**src/rtl/fab_clk_div_gen.sv**
```systemverilog
// Multi-channel fabric clock divider.
// Each channel produces a one-cycle TICK every N = div+1 cycles and a
// registered square wave of period 2N. Divide values are staged in a shadow
// register and only take effect at a terminal count (or at once while the
// channel is idle), so a running channel never emits a short or long period.
// All channels wait for a fixed startup delay after reset before running.
module fab_clk_div_gen #(
  parameter int NUM_CH         = 4,
  parameter int DIV_W          = 16,
  parameter int DEF_DIV        = 24999,
  parameter int STARTUP_CYCLES = 256,
  parameter int CH_W           = (NUM_CH > 1) ? $clog2(NUM_CH) : 1
) (
  input  logic              clk,
  input  logic              reset,
  input  logic [NUM_CH-1:0] en,
  input  logic              div_load,
  input  logic [CH_W-1:0]   div_ch,
  input  logic [DIV_W-1:0]  div_val,
  output logic              div_ack,
  output logic              div_err,
  output logic              ready,
  output logic [NUM_CH-1:0] tick,
  output logic [NUM_CH-1:0] clk_out
);

  localparam int SU_W = (STARTUP_CYCLES > 1) ? $clog2(STARTUP_CYCLES) : 1;

  logic [SU_W-1:0] su_cnt_reg;
  logic            ready_reg;
  logic            ack_reg;
  logic            err_reg;
  logic            ch_valid;

  // An index outside the populated channel range is rejected, not aliased.
  assign ch_valid = (32'(div_ch) < 32'(NUM_CH));

  // Startup delay: count to STARTUP_CYCLES-1, then hold ready until reset.
  always_ff @(posedge clk) begin
    if (reset) begin
      su_cnt_reg <= '0;
      ready_reg  <= 1'b0;
    end else if (!ready_reg) begin
      if (su_cnt_reg == SU_W'(STARTUP_CYCLES - 1)) begin
        ready_reg <= 1'b1;
      end else begin
        su_cnt_reg <= su_cnt_reg + 1'b1;
      end
    end
  end

  // Load handshake: one-cycle accept or reject pulse after each request.
  always_ff @(posedge clk) begin
    if (reset) begin
      ack_reg <= 1'b0;
      err_reg <= 1'b0;
    end else begin
      ack_reg <= div_load & ch_valid;
      err_reg <= div_load & ~ch_valid;
    end
  end

  assign ready   = ready_reg;
  assign div_ack = ack_reg;
  assign div_err = err_reg;

  genvar gi;
  generate
    for (gi = 0; gi < NUM_CH; gi++) begin : g_ch
      logic [DIV_W-1:0] cnt_reg;
      logic [DIV_W-1:0] div_act_reg;
      logic [DIV_W-1:0] div_shadow_reg;
      logic             pending_reg;
      logic             tick_reg;
      logic             clk_out_reg;
      logic             active;
      logic             load_hit;

      assign active   = en[gi] & ready_reg;
      assign load_hit = div_load && (32'(div_ch) == 32'(gi));

      // Divider channel: terminal-count reload, pending ratio swap, and
      // staging of new loads. The load is evaluated after the swap so a load
      // landing on a terminal count waits for the following one.
      always_ff @(posedge clk) begin
        if (reset) begin
          cnt_reg        <= '0;
          div_act_reg    <= DIV_W'(DEF_DIV);
          div_shadow_reg <= DIV_W'(DEF_DIV);
          pending_reg    <= 1'b0;
          tick_reg       <= 1'b0;
          clk_out_reg    <= 1'b0;
        end else begin
          if (active) begin
            if (cnt_reg == div_act_reg) begin
              cnt_reg     <= '0;
              tick_reg    <= 1'b1;
              clk_out_reg <= ~clk_out_reg;
              if (pending_reg) begin
                div_act_reg <= div_shadow_reg;
                pending_reg <= 1'b0;
              end
            end else begin
              cnt_reg  <= cnt_reg + 1'b1;
              tick_reg <= 1'b0;
            end
          end else begin
            // Idle channel: no period in flight, so a staged ratio is safe
            // to adopt straight away.
            cnt_reg     <= '0;
            tick_reg    <= 1'b0;
            clk_out_reg <= 1'b0;
            if (pending_reg) begin
              div_act_reg <= div_shadow_reg;
              pending_reg <= 1'b0;
            end
          end
          if (load_hit) begin
            div_shadow_reg <= div_val;
            pending_reg    <= 1'b1;
          end
        end
      end

      assign tick[gi]    = tick_reg;
      assign clk_out[gi] = clk_out_reg;
    end
  endgenerate

endmodule

```
**config.mk**
```make
export PLATFORM = sky130hd
export DESIGN_NAME = fab_clk_div_gen
export DESIGN_NICKNAME = d
export VERILOG_FILES = /design/src/rtl/fab_clk_div_gen.sv
export SDC_FILE = /design/constraint.sdc
export NUM_CORES = 1
export LEC_CHECK = 0
export CAP_MARGIN = 15
export CORE_ASPECT_RATIO = 1.75
export CORE_MARGIN = 3
export CORE_UTILIZATION = 54
export DETAILED_ROUTE_END_ITERATION = 10
export PLACE_DENSITY = 0.76
export SYNTH_ARGS = -nofsm -noshare
export SYNTH_HDL_FRONTEND = slang
export SYNTH_SLANG_ARGS = --single-unit
```
**constraint.sdc**
```tcl
create_clock -name clk -period 1.7 [get_ports clk]
set_clock_uncertainty 0.05 [all_clocks]
set_input_delay 0.17 -clock clk [delete_from_list [all_inputs] [get_ports clk]]
set_output_delay 0.17 -clock clk [all_outputs]
set_load 0.01 [all_outputs]
```
Figure 1. M1 wires.
The bar under the picture is 20 µm long.
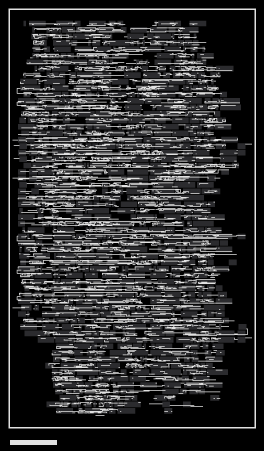
wire length on this layer = 8,700 µm
longest straight run = 35.0 µm
main direction = horizontal
share of all routed wire = 40%
Post-Route WL: 22,000 µm
met1 Usage GRT: 29.1%
Vias: 7,367

Figure 2. The metal 2 layer.
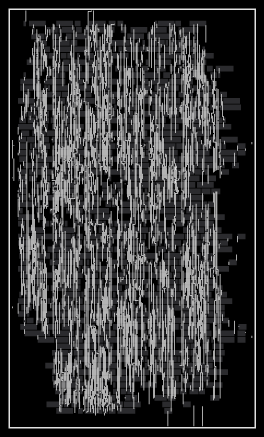
main direction = vertical
nets with wire on the layer = 978
wire length on this layer = 11,500 µm
longest straight run = 55.8 µm
share of all routed wire = 52%

Figure 3. Met3 routing.
The bar under the picture is 20 µm long.
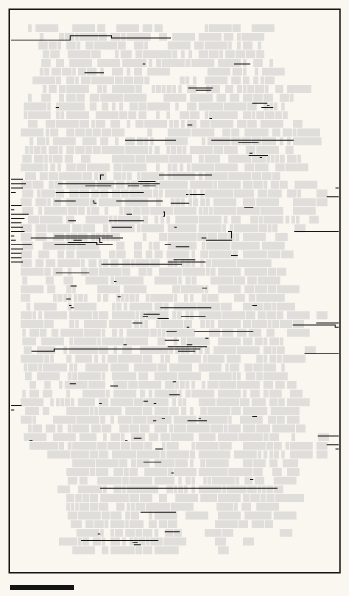
wire length on this layer = 825 µm
main direction = horizontal
met3 global-route usage: 2.86%

Figure 4. Placement view.
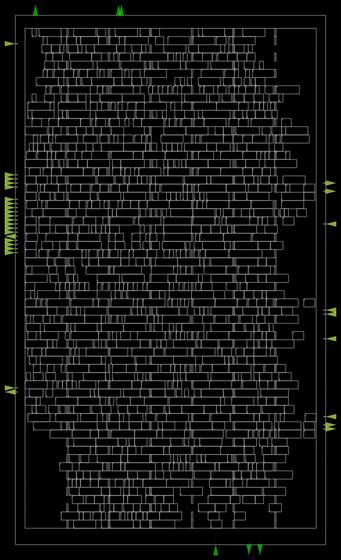
flop count: 214
Well Taps: 189
fin cells: 1,302

==> qor.csv <==
metric;value;unit
status;finished with violations;
violated checks;setup timing;
share of layout cells above drive strength 1;23.6;%
period utilization;108;%
Clock-cell share;5.65;%
fraction of area in registers;37.6;%
bufs w/o clock;153;
critical path depth;7;
switching power;0.00224;W
Clock Sinks;214;
clk root buf;clkbuf_16;
Logic inverters;38;
min cycle time layout;1.84;ns
Ports;36;
min-delay src;reset;
Vias per Instance;5.66;
setup repair after global routing missed its margin;true;
Flop pwr share;51.2;%
GPL Wtd Cong;0.821;
comb pwr;0.000495;W
DP HPWL;14500;µm
gr ovfl total;0;
all-layer global routing usage;24.1;%
Max VDD drop;0.907;mV
count of tool warnings;29;
first-pass GRT wire length;35300;µm
total iterations of the first detailed-routing run;5;
setup violators final;83;
Synth top cells by count;214 x dfxtp_1, 170 x nand2_1, 98 x nor2_1, 93 x xor2_1, 57 x nand3_1;
post-route cell area;0.0115;mm²
dpl cell area;0.0102;mm²
Inserted Diodes;0;
required time of the worst setup path;2.07;ns
Die Width;103;µm
gr busiest metal;met2;
adder-cell area share of the yosys netlist;0.704;%
WL met1;8700;µm
post-cts sizing count;34;
crit-path max cell delay;0.34;ns
Worst Setup End Kind;register;
Post-DRT Antenna Nets;0;
post-synthesis register bit count;214;
Max Used Layer;met4;
met2 usage;42.4;%
leading area contributor after synthesis;dfxtp_1;
Commonest Layout Cell;dfxtp_1;
fraction of area in non-clock buffers;13.2;%
multi-input combinational area share;40.3;%
clk buf depth;3;
cell breakdown of the critical path;xor2_2, nor4_2, nand4_2, buf_6, a31oi_4, buf_12, o22a_1;
largest net degree at the start of global routing;37;
Multi-In Gates;674;
die outline height;176;µm
Multiplexer share;0.113;%
total core area;0.0160;mm²
vias in the first global route;7345;
Seq group;0.00516;W
Top cells by area;dfxtp_1 48%, xor2_1 9.2%, nand2_1 7.2%;
yosys stat area;0.00888;mm²
R2R Setup Slk;-0.14;ns
Top logic family;simple AND/OR/NAND/NOR gates;
Clk. pwr;0.00443;W
Pwr Density;879;mW/mm²
syn avg cell area;9.00;µm²
internal power;0.00785;W
final hold vios;0;
Max Clock Freq;0.543;GHz
final worst setup slack;-0.141;ns
# Post-CTS Setup Buffers;3;
WHS Endpoint;g_ch[1].div_shadow_reg[2];
Top power group;sequential cells;
CTS tree;yes;
Row Count;61;
filler cell count;1115;
setup TNS;-5.55;ns
No activity file was given, so power comes from the tool's default toggle rates.
